**Run 1: metal 4**

Scale: 3 px per um.
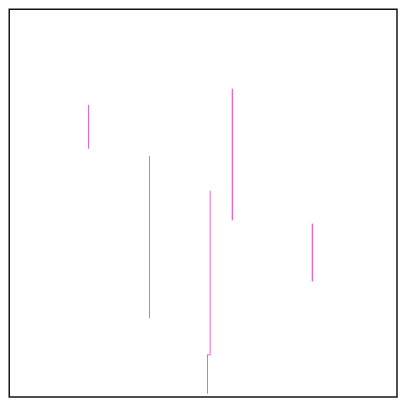
**Run 1: selected gate families**

Scale: 3 px per um.
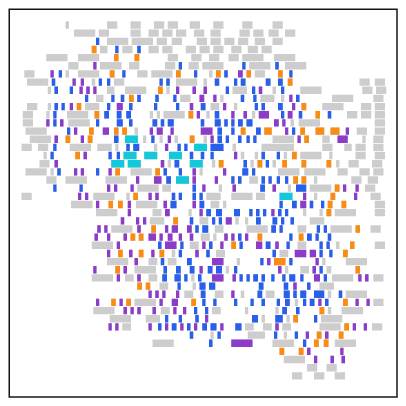
**Run 1: wiring by layer**

Scale: 2 px per um. Two of the layers only.
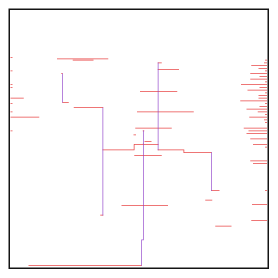
## src/rtl/cnn_layer_sequencer.sv

```systemverilog
// Control initiator for one conv+relu+maxpool layer pass: drives the datapath clear/enable fabric.
// Optional watchdog on the w_done / maxpool_done waits is built when CNN_SEQ_TIMEOUT_EN is defined.
module cnn_layer_sequencer #(
  parameter int array_size     = 9,
  parameter int clear_cycles   = 4,
  parameter int drain_cycles   = 9,
  parameter int timeout_cycles = 1024
) (
  input  logic                  s_clk_i,
  input  logic                  reset_i,
  input  logic                  start_i,
  input  logic                  abort_i,
  input  logic [15:0]           stream_len_i,
  input  logic                  w_done_i,
  input  logic                  maxpool_done_i,
  output logic                  busy_o,
  output logic                  done_o,
  output logic                  error_o,
  output logic                  clear_n_o,
  output logic [array_size-1:0] relu_clear_o,
  output logic [array_size-1:0] buffer_fill_reset_o,
  output logic                  weight_write_enable_o,
  output logic [array_size-1:0] r_en_o,
  output logic [array_size-1:0] bias_enable_o,
  output logic [array_size-1:0] buffer_fill_enable_o,
  output logic [array_size-1:0] maxpool_arr_enable_o,
  output logic [array_size-1:0] maxpool_fill_enable_o,
  output logic [array_size-1:0] maxpool_arr_r_en_o
);

  // state | meaning
  // IDLE  | waiting for start; clears released, enables off
  // CLEAR | all datapath clears held low for clear_cycles
  // WLOAD | weight_write_enable high until w_done
  // FEED  | r_en thermometer ramp, then stream_len cycles full
  // BIAS  | bias_enable raised, one cycle
  // FILL  | buffer_fill_enable ramp, then drain_cycles full
  // POOL  | maxpool enables staged over 3 cycles, then wait maxpool_done
  // DONE  | enables off, one-cycle done pulse
  typedef enum logic [2:0] {
    S_IDLE, S_CLEAR, S_WLOAD, S_FEED, S_BIAS, S_FILL, S_POOL, S_DONE
  } state_t;

  localparam int MAX_A   = array_size + 65535;
  localparam int MAX_B   = (drain_cycles > clear_cycles) ? drain_cycles : clear_cycles;
  localparam int MAX_AB  = (MAX_A > MAX_B) ? MAX_A : MAX_B;
  localparam int MAX_ALL = (MAX_AB > timeout_cycles) ? MAX_AB : timeout_cycles;
  localparam int CW      = $clog2(MAX_ALL + 1);

  state_t                  state_q;
  logic [CW-1:0]           cnt_q;
  logic [15:0]             len_q;
  logic                    busy_q, done_q, clear_n_q, we_q;
  logic [array_size-1:0]   r_en_q, bias_q, bfe_q, mp_arr_q, mp_fill_q, mp_rd_q;
  logic                    accept_d, kill_d, wd_fire_d;
  logic [array_size-1:0]   ramp_d;

  function automatic logic [array_size-1:0] therm(input logic [CW-1:0] n);
    logic [array_size-1:0] t;
    t = '0;
    for (int i = 0; i < array_size; i++) begin
      if (CW'(i) < n) t[i] = 1'b1;
    end
    return t;
  endfunction

  assign accept_d = (state_q == S_IDLE) && start_i && !abort_i;
  assign kill_d   = ((state_q != S_IDLE) && abort_i) || wd_fire_d;
  assign ramp_d   = therm(cnt_q + CW'(2));

  always_ff @(posedge s_clk_i) begin
    if (reset_i) begin
      state_q   <= S_IDLE;
      cnt_q     <= '0;
      len_q     <= '0;
      busy_q    <= 1'b0;
      done_q    <= 1'b0;
      clear_n_q <= 1'b0;
      we_q      <= 1'b0;
      r_en_q    <= '0;
      bias_q    <= '0;
      bfe_q     <= '0;
      mp_arr_q  <= '0;
      mp_fill_q <= '0;
      mp_rd_q   <= '0;
    end else if (kill_d) begin
      state_q   <= S_IDLE;
      cnt_q     <= '0;
      busy_q    <= 1'b0;
      done_q    <= 1'b0;
      clear_n_q <= 1'b1;
      we_q      <= 1'b0;
      r_en_q    <= '0;
      bias_q    <= '0;
      bfe_q     <= '0;
      mp_arr_q  <= '0;
      mp_fill_q <= '0;
      mp_rd_q   <= '0;
    end else begin
      done_q <= 1'b0;
      unique case (state_q)
        S_IDLE: begin
          clear_n_q <= !accept_d;
          if (accept_d) begin
            state_q <= S_CLEAR;
            cnt_q   <= '0;
            len_q   <= stream_len_i;
            busy_q  <= 1'b1;
          end
        end
        S_CLEAR: begin
          if (cnt_q == CW'(clear_cycles - 1)) begin
            state_q   <= S_WLOAD;
            cnt_q     <= '0;
            clear_n_q <= 1'b1;
            we_q      <= 1'b1;
          end else begin
            cnt_q <= cnt_q + CW'(1);
          end
        end
        S_WLOAD: begin
          if (w_done_i) begin
            state_q <= S_FEED;
            cnt_q   <= '0;
            we_q    <= 1'b0;
            r_en_q  <= therm(CW'(1));
          end
        end
        S_FEED: begin
          // ramp is array_size cycles, then len_q cycles held full
          if (cnt_q == CW'(array_size - 1) + CW'(len_q)) begin
            state_q <= S_BIAS;
            bias_q  <= '1;
          end else begin
            cnt_q  <= cnt_q + CW'(1);
            r_en_q <= ramp_d;
          end
        end
        S_BIAS: begin
          state_q <= S_FILL;
          cnt_q   <= '0;
          bfe_q   <= therm(CW'(1));
        end
        S_FILL: begin
          if (cnt_q == CW'(array_size - 1 + drain_cycles)) begin
            state_q  <= S_POOL;
            cnt_q    <= '0;
            mp_arr_q <= '1;
          end else begin
            cnt_q <= cnt_q + CW'(1);
            bfe_q <= ramp_d;
          end
        end
        S_POOL: begin
          // cnt_q parks at 2 while waiting; maxpool_done before then is ignored
          if (cnt_q == '0) begin
            mp_fill_q <= '1;
            cnt_q     <= CW'(1);
          end else if (cnt_q == CW'(1)) begin
            mp_rd_q <= '1;
            cnt_q   <= CW'(2);
          end else if (maxpool_done_i) begin
            state_q   <= S_DONE;
            done_q    <= 1'b1;
            r_en_q    <= '0;
            bias_q    <= '0;
            bfe_q     <= '0;
            mp_arr_q  <= '0;
            mp_fill_q <= '0;
            mp_rd_q   <= '0;
          end
        end
        S_DONE: begin
          state_q <= S_IDLE;
          busy_q  <= 1'b0;
        end
      endcase
    end
  end

`ifdef CNN_SEQ_TIMEOUT_EN
  logic [CW-1:0] wd_q;
  logic          error_q;
  logic          wd_run_d;

  assign wd_run_d  = ((state_q == S_WLOAD) && !w_done_i) ||
                     ((state_q == S_POOL) && (cnt_q == CW'(2)) && !maxpool_done_i);
  assign wd_fire_d = wd_run_d && !abort_i && (wd_q == CW'(timeout_cycles - 1));

  always_ff @(posedge s_clk_i) begin
    if (reset_i) begin
      wd_q    <= '0;
      error_q <= 1'b0;
    end else begin
      wd_q <= (wd_run_d && !wd_fire_d) ? wd_q + CW'(1) : '0;
      if (accept_d)       error_q <= 1'b0;
      else if (wd_fire_d) error_q <= 1'b1;
    end
  end

  assign error_o = error_q;
`else
  assign wd_fire_d = 1'b0;
  assign error_o   = 1'b0;
`endif

  assign busy_o                = busy_q;
  assign done_o                = done_q;
  assign clear_n_o             = clear_n_q;
  assign relu_clear_o          = {array_size{clear_n_q}};
  assign buffer_fill_reset_o   = {array_size{clear_n_q}};
  assign weight_write_enable_o = we_q;
  assign r_en_o                = r_en_q;
  assign bias_enable_o         = bias_q;
  assign buffer_fill_enable_o  = bfe_q;
  assign maxpool_arr_enable_o  = mp_arr_q;
  assign maxpool_fill_enable_o = mp_fill_q;
  assign maxpool_arr_r_en_o    = mp_rd_q;

endmodule

```

## config.mk

```make
export PLATFORM = sky130hd
export DESIGN_NAME = cnn_layer_sequencer
export DESIGN_NICKNAME = d
export VERILOG_FILES = /design/src/rtl/cnn_layer_sequencer.sv
export SDC_FILE = /design/constraint.sdc
export NUM_CORES = 1
export LEC_CHECK = 0
export ABC_AREA = 1
export CELL_PAD_IN_SITES_DETAIL_PLACEMENT = 1
export CELL_PAD_IN_SITES_GLOBAL_PLACEMENT = 2
export CORE_MARGIN = 3
export CORE_UTILIZATION = 30
export CTS_BUF_LIST = sky130_fd_sc_hd__clkbuf_4 sky130_fd_sc_hd__clkbuf_8
export CTS_CLUSTER_SIZE = 16
export DETAILED_ROUTE_END_ITERATION = 8
export PLACE_DENSITY = 0.95
export SETUP_SLACK_MARGIN = 0.2
export SYNTH_ARGS = -nofsm -noshare
export SYNTH_HDL_FRONTEND = slang
export SYNTH_SLANG_ARGS = --single-unit
```

## constraint.sdc

```tcl
create_clock -name s_clk_i -period 4.2 [get_ports s_clk_i]
set_input_delay 0.42 -clock s_clk_i [delete_from_list [all_inputs] [get_ports s_clk_i]]
set_output_delay 0.42 -clock s_clk_i [all_outputs]
set_load 0.05 [all_outputs]
```

==> results.rst, run 1 <==
Run summary
-----------

.. list-table::
   :header-rows: 1

   * - Metric
     - Value
   * - Run status
     - completed
   * - Leakage dissipation
     - 2.17 nW
   * - Number of multi-input combinational cells in the layout
     - 515
   * - End of the worst register-to-register path
     - buffer_fill_enable_o[4]$_SDFFE_PP0P_
   * - Total nets after synthesis
     - 752
   * - Length of routed wiring on met1
     - 6.91 mm
   * - Die Span Y
     - 129 um
   * - Top cells by area in the synthesized netlist
     - dfxtp_1 27%, nand2_1 14%, nor2_1 12%
   * - Cell accounting for the most synthesized area
     - dfxtp_1
   * - Max-cap viol count
     - 0
   * - Number of cell rows
     - 44
   * - Vias per std cell
     - 4.68
   * - HPWL Detailed
     - 10.4 mm
   * - Part of the power in registers
     - between 30% and 40%
   * - Antenna Nets Post-Route
     - 0
   * - X dimension of the die
     - 129 um
   * - Number of instances resized during post-cts repair
     - 0
   * - Number of setup violations in the final report
     - 0
   * - Placer's final routability congestion estimate
     - 0.852
   * - Number of DRC violations after detailed-routing iteration 0
     - around 210
   * - Fraction of met1 tracks used by global routing
     - 23.5%
   * - Beginning of the worst hold path
     - buffer_fill_enable_o[1]$_SDFFE_PP0P_
   * - Mapped Cells
     - 720
   * - Hold Crit Class
     - reg -> reg
   * - Post-layout instance count excluding filler cells
     - 944
   * - Number of setup buffers added after CTS
     - 0
   * - Clock latency of the later-clocked register in the worst-skew pair
     - approximately 0.37 ns
   * - Net Sw Frac
     - roughly half
   * - Effective utilization at floorplan
     - 30.9%
   * - Peak per-stage delay on the critical path
     - 0.55 ns
   * - Logic depth of the worst setup path including buffers
     - 10
   * - CP Capture Point
     - buffer_fill_enable_o[4]$_SDFFE_PP0P_
   * - Reg-to-reg slack, setup
     - 1.65 ns
   * - Total design power
     - 3.01 mW
   * - P_comb
     - around 1.5 mW
   * - Number of max-slew violations in the final report
     - 0
   * - Dominant synthesized flop cell
     - dfxtp_1
   * - CTS Root Cell
     - clkbuf_8
   * - Storage cell area
     - 0.00124 mm^2
   * - Setup repair after global routing missed its margin
     - no
   * - Uppermost layer routed
     - met4
Notes on 'metal 4' above:
The layer holds 1.5% of the routed length. The longest straight run is 54.5 um. 2 nets have wire on it. The wires run mostly vertical.

Notes on 'selected gate families' above:
Blue stands for nand cells, cells 231. Purple stands for nor cells, cells 167. Orange stands for aoi and oai cells, cells 78. Cyan stands for fa/ha/maj cells, cells 10, where center.

Notes on 'wiring by layer' above:
Red stands for M3, wire length 513 um. Purple stands for M4, wire length 199 um.

## run 1: flip-flops by register name, summed over array words and instances (netlist names)
name / count
maxpool_arr_enable_o: 1
r_en_o: 9
busy_o: 1
state_q: 3
buffer_fill_enable_o: 9
len_q: 16
weight_write_enable_o: 1
maxpool_fill_enable_o: 1
bias_enable_o: 1
cnt_q: 17
done_o: 1
maxpool_arr_r_en_o: 1
clear_n_o: 1
## run 1: logic make-up after synthesis
family,count (synthesis),share of synthesized area (%)
other,1,0.0830
flip-flops,62,27.5
XOR/XNOR,26,5.20
adder cells (fa/ha/maj),10,2.77
buffers and inverters,143,17.0
AND-OR/OR-AND,80,9.24
AND/OR/NAND/NOR,398,38.3
==> inputs of run 2 (changes only) <==
CORE_UTILIZATION = 28   (was 30)
PLACE_DENSITY = 0.92   (was 0.95)
clock period = 2.6 ns   (was 4.2 ns; I/O delays follow)
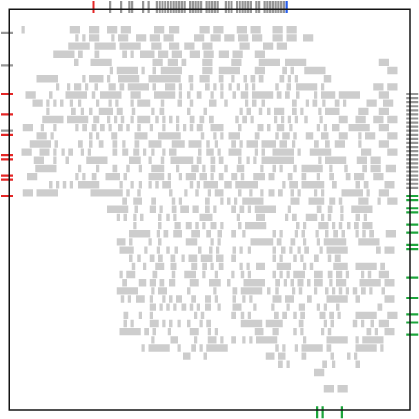
**Above:** run 2 (pin map).
Scale: 3 px per um. Pins as bars across the die edge, other pins in gray.
Blue stands for w_done_i, pins 1, direction input, edge top. Red stands for r_en_o, pins 9, direction output, edge 8 left, 1 top. Green stands for stream_len_i, pins 16, direction input, edge 13 right, 3 bottom.
Die Span Y: 133 um
x dimension of the die: 133 um

==> results.rst, run 2 <==
Run summary
-----------

.. list-table::
   :header-rows: 1

   * - Metric
     - Value
   * - Run status
     - completed
   * - Number of DRC violations after detailed-routing iteration 0
     - 195 (-5.8%)
   * - Logic depth of the worst setup path including buffers
     - 10 (unchanged)
   * - CP Max Fanout
     - 7
   * - Bufs w/o clock
     - 113
   * - End-of-flow core utilization
     - 36.7%
   * - End of the worst register-to-register path
     - buffer_fill_enable_o[4]$_SDFFE_PP0P_
   * - Number of setup violations in the final report
     - 0 (unchanged)
   * - Final standard cell area without fillers
     - 0.00568 mm^2
   * - Cell Type Count
     - 37
   * - Placer's final routability congestion estimate
     - 0.826 (-3.0%)
   * - Vias per std cell
     - 4.50 (-3.9%)
   * - Cell accounting for the most synthesized area
     - dfxtp_1
   * - Global-route wire length before repair
     - 22.8 mm
   * - Total nets after synthesis
     - 752 (unchanged)
   * - Beginning of the worst hold path
     - buffer_fill_enable_o[7]$_SDFFE_PP0P_
   * - Reg-to-reg slack, setup
     - 0.37 ns (-1.28 ns)
   * - Mapped Cells
     - 720 (unchanged)
   * - Initial antenna violation count
     - 0
   * - Final routed DRC violation total
     - 0
   * - Leading power group
     - combinational cells
   * - HPWL Detailed
     - 10.9 mm (+4.8%)
   * - Number of multi-input combinational cells in the layout
     - 515 (unchanged)
   * - Flip-flop and latch count
     - approximately 62
   * - Final worst path period share
     - 85.7%
   * - Buf/Inv on CP
     - 0
   * - Top cells by area in the synthesized netlist
     - dfxtp_1 27%, nand2_1 14%, nor2_1 12%
   * - Total design power
     - 5.25 mW (+74%)
   * - Met2 Wirelength
     - 6.25 mm
   * - Highest clock rate
     - roughly 450 MHz
   * - Effective utilization at floorplan
     - 29.2% (-1.7 points)
   * - Post-synthesis cell type with the largest instance count
     - nand2_1
   * - Antenna Nets Post-Route
     - 0 (unchanged)
   * - Count of flip-flops with a built-in enable after synthesis
     - 0
   * - Storage cell area
     - 0.00125 mm^2 (+0.61%)
   * - Clock latency of the later-clocked register in the worst-skew pair
     - 0.37 ns (about the same)
   * - Depth of the worst register-to-register path
     - 10
   * - Length of routed wiring on met1
     - 7.16 mm (+3.6%)
   * - Hold Crit Class
     - reg -> reg
   * - Clock-pin slew on the worst setup and hold paths
     - 0.07 ns
   * - Logic area
     - between 0.002 and 0.003 mm^2
   * - Clock tree from TritonCTS
     - yes
   * - Regs by FF count
     - cnt_q: 17 flops, len_q: 16 flops
   * - CP Capture Point
     - buffer_fill_enable_o[4]$_SDFFE_PP0P_
   * - Number of cell rows
     - 45 (+2.3%)
   * - Worst setup timing slack at the placement stage
     - roughly 0.15 ns
   * - Comb power frac
     - 51.2%
   * - Standard cell core area
     - between 0.015 and 0.02 mm^2
   * - Largest net degree at the start of global routing
     - 25
   * - Hold_ws
     - ~0.47 ns
   * - Power spent charging and discharging nets
     - 2.52 mW
   * - Category of cells accounting for the largest share of critical-path delay
     - simple AND/OR/NAND/NOR gates
   * - Fraction of met1 tracks used by global routing
     - 22.2% (-1.3 points)
   * - Part of the power in registers
     - 27.5% (-3.0 points)
   * - Leakage dissipation
     - 2.27 nW (+4.5%)
   * - Net Sw Frac
     - 48.0% (-2.8 points)
   * - Critical Path Start Type
     - flop
   * - CTS Root Cell
     - clkbuf_8
   * - Max FFs per register
     - 17 (unchanged)
   * - Number of max-slew violations in the final report
     - 0 (unchanged)
   * - Uppermost layer routed
     - met4
   * - Max-cap viol count
     - 0 (unchanged)
   * - Transition time of the tightest slew-check pin
     - 0.624 ns
   * - Post-layout instance count excluding filler cells
     - 985 (+4.3%)
   * - Setup repair after global routing missed its margin
     - yes
   * - Most flop-heavy register
     - cnt_q
   * - Peak per-stage delay on the critical path
     - 0.51 ns (-0.04 ns)
   * - P_comb
     - 2.69 mW (+75%)
   * - Critical Path, Cell by Cell
     - nand2_2 -> nor2_4 -> nand2_1 -> xor2_1 -> nand4_1 -> nor2_4 -> nand3_1 -> nand2_1 -> o21a_1 -> nor2_1
   * - Dominant synthesized flop cell
     - dfxtp_1
   * - Placed instance area
     - 0.00537 mm^2
   * - Synth Register Bits
     - approximately 62
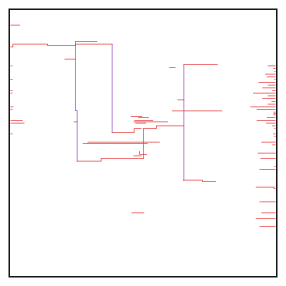
**Above:** run 2 (wiring by layer).
Scale: 2 px per um. Two of the layers only.
Red stands for M3, wire length 535 um. Purple stands for M4, wire length 178 um.
wire length per cell: 14.3 um
Total Routed Length: 14.1 mm
total via count after detailed routing: 4429

run 2: cell counts after synthesis:
Identical to the previous run, type by type.
run 2: tightest hold or removal path: cells and delay by family, from the launching register on:
kind / cells / cell delay (ns)
flip-flops: 1 / 0.31
AND/OR/NAND/NOR: 1 / 0.06
AND-OR/OR-AND: 1 / 0.05
run 2: logic make-up after synthesis:
group | synth area share [%]
flops | 27.5
xor+xnor | 5.20
compound gates | 9.24
fa+ha+maj | 2.77
buf+inv | 17.0
simple gates | 38.3
other cells | 0.0830
run 2: what timing repair did:
| action | in CTS | in global routing |
|---|---|---|
| hold buffers | 0 | 0 |
| gates resized | 3 | 18 |
| pin swaps | 0 | 2 |
| endpoints found under the setup margin | 12 | 33 |
| buffers inserted | 0 | 0 |
==> inputs of run 3 (changes only) <==
CORE_UTILIZATION = 30   (was 28)
PLACE_DENSITY = 0.95   (was 0.92)
clock period = 2.8 ns   (was 2.6 ns; I/O delays follow)
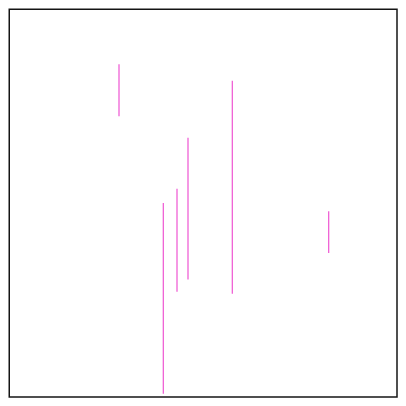
**Above:** run 3 (metal 4).
Scale: 3 px per um.
4 nets have wire on it. The layer carries 246 um of wire.
total via count after detailed routing: 4408
Total Routed Length: 13.1 mm

==> results.rst, run 3 <==
Run summary
-----------

.. list-table::
   :header-rows: 1

   * - Metric
     - Value
   * - Run status
     - completed
   * - Total design power
     - 4.55 mW (-13%)
   * - Logic depth of the worst setup path including buffers
     - 12 (+2)
   * - Number of signal-net inverters in the final layout
     - approximately 68
   * - Beginning of the worst hold path
     - buffer_fill_enable_o[7]$_SDFFE_PP0P_
   * - Final standard cell area without fillers
     - 0.00549 mm^2 (-3.3%)
   * - Uppermost layer routed
     - met4
   * - CTS Root Cell
     - clkbuf_8
   * - Wire length per cell
     - 13.8 um (-3.8%)
   * - Highest clock rate
     - 427 MHz (-4.9%)
   * - Hold_ws
     - 0.466 ns (+0.000494 ns)
   * - Top cells by area in the synthesized netlist
     - dfxtp_1 27%, nand2_1 14%, nor2_1 12%
   * - Critical Path Start Type
     - flop
   * - HPWL Detailed
     - 10.4 mm (-5.3%)
   * - Cell Type Count
     - 37 (unchanged)
   * - Regs by FF count
     - cnt_q: 17 flops, len_q: 16 flops
   * - Reg-to-reg slack, setup
     - 0.46 ns (+0.09 ns)
   * - Met3 track utilization from global routing
     - 3.11%
   * - P_comb
     - 2.41 mW (-10%)
   * - Max FFs per register
     - 17 (unchanged)
   * - Standard cell core area
     - 0.0146 mm^2 (-5.4%)
   * - Dominant synthesized flop cell
     - dfxtp_1
   * - Initial antenna violation count
     - 0 (unchanged)
   * - Most flop-heavy register
     - cnt_q
   * - Power spent charging and discharging nets
     - 2.27 mW (-10%)
   * - Bufs w/o clock
     - 106 (-6.2%)
   * - Clock tree from TritonCTS
     - yes
   * - Depth of the worst register-to-register path
     - 12 (+2)
   * - Log Warnings
     - 33
   * - Final worst path period share
     - 83.7% (-2.0 points)
   * - End-of-flow core utilization
     - 37.5% (+0.81 points)
   * - Diodes inserted
     - 0
   * - Length of routed wiring on met1
     - 6.70 mm (-6.3%)
   * - Met2 Wirelength
     - 5.67 mm (-9.3%)
   * - Mapped Cells
     - 720 (unchanged)
   * - Total nets after synthesis
     - 752 (unchanged)
   * - Number of multi-input combinational cells in the layout
     - 515 (unchanged)
   * - CP Capture Point
     - state_q[0]$_SDFFE_PP0P_
   * - Synth Register Bits
     - 62 (unchanged)
   * - Setup repair after global routing missed its margin
     - no
   * - Effective utilization at floorplan
     - 30.9% (+1.7 points)
   * - Number of instances resized during post-cts repair
     - 0 (-3)
   * - Net Sw Frac
     - 49.9% (+1.9 points)
   * - Global-route wire length before repair
     - 21.6 mm (-5.1%)
   * - Die Span Y
     - 129 um (-3.2%)
   * - Vias per std cell
     - 4.64 (+3.1%)
   * - Leakage dissipation
     - 2.20 nW (-2.9%)
   * - Count of flip-flops with a built-in enable after synthesis
     - 0 (unchanged)
   * - Leading power group
     - combinational cells
   * - Worst hold path stage count
     - 2
   * - Critical Path, Cell by Cell
     - ha_1 -> nand3_2 -> nor2_4 -> nand2_2 -> o21bai_2 -> nand2_1 -> nor2_1 -> nand3_1 -> o21ai_1 -> nand2_1 -> nand2_1 -> a21oi_1
   * - Placed instance area
     - 0.00528 mm^2 (-1.6%)
   * - Number of max-slew violations in the final report
     - 0 (unchanged)
   * - Hold_buf cts
     - 0 (unchanged)
   * - Number of setup buffers added after CTS
     - 0 (unchanged)
   * - Final routed DRC violation total
     - 0 (unchanged)
   * - Worst setup timing slack at the placement stage
     - 0.357 ns (+0.209 ns)
   * - Number of cell rows
     - 44 (-2.2%)
   * - End of the worst register-to-register path
     - state_q[0]$_SDFFE_PP0P_
   * - Placer's final routability congestion estimate
     - 0.853 (+3.3%)
   * - Number of setup violations in the final report
     - 0 (unchanged)
   * - CP Max Fanout
     - 6 (-1)
   * - Transition time of the tightest slew-check pin
     - 0.621 ns (-0.00362 ns)
   * - Post-layout instance count excluding filler cells
     - 951 (-3.5%)
   * - Logic area
     - 0.00253 mm^2 (-1.5%)
   * - Storage cell area
     - 0.00124 mm^2 (-0.50%)
   * - Number of DRC violations after detailed-routing iteration 0
     - 202 (+3.6%)
   * - Comb power frac
     - 52.9% (+1.7 points)
   * - Category of cells accounting for the largest share of critical-path delay
     - simple AND/OR/NAND/NOR gates
   * - Post-synthesis cell type with the largest instance count
     - nand2_1
   * - Buf/Inv on CP
     - 0 (unchanged)
   * - X dimension of the die
     - 129 um (-3.2%)
   * - Max-cap viol count
     - 0 (unchanged)
   * - Cells after DPL
     - a little over 900
   * - Cell accounting for the most synthesized area
     - dfxtp_1
   * - Fraction of met1 tracks used by global routing
     - 22.7% (+0.45 points)
   * - Largest net degree at the start of global routing
     - 30 (+20%)
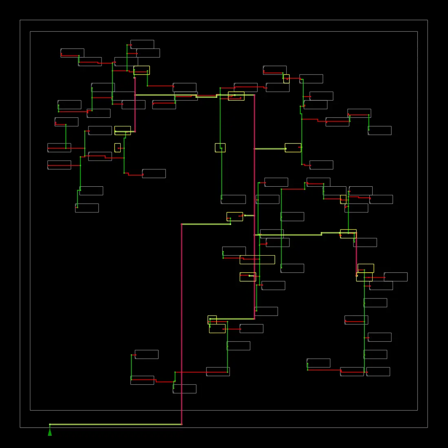
**Above:** run 3 (the clock network).
total CTS buffers: 9
clock latency of the later-clocked register in the worst-skew pair: 0.36 ns
flip-flop and latch count: 62
clock sink count: 62
final setup skew: 0.00714 ns

run 3: cell count changes in the layout (fill, tap and decap cells not counted), moves of 2 or more:
cell       before  now
clkinv_2        1    3
bufinv_16       3    1
dfxtp_1        56   61
buf_4          16    9
nand2_4         2    0
dfxtp_2         6    1
run 3: logic make-up (layout without fill, tap and decap cells):
| family | after synthesis | count (layout) | share of synthesized area (%) |
|---|---|---|---|
| AND-OR/OR-AND | 80 | 80 | 9.24 |
| XOR/XNOR | 26 | 26 | 5.20 |
| adder cells (fa/ha/maj) | 10 | 10 | 2.77 |
| buffers and inverters | 143 | 190 | 17.0 |
| flip-flops | 62 | 62 | 27.5 |
| other | 1 | 1 | 0.0830 |
| AND/OR/NAND/NOR | 398 | 398 | 38.3 |
Power and IR drop assume default switching activity.
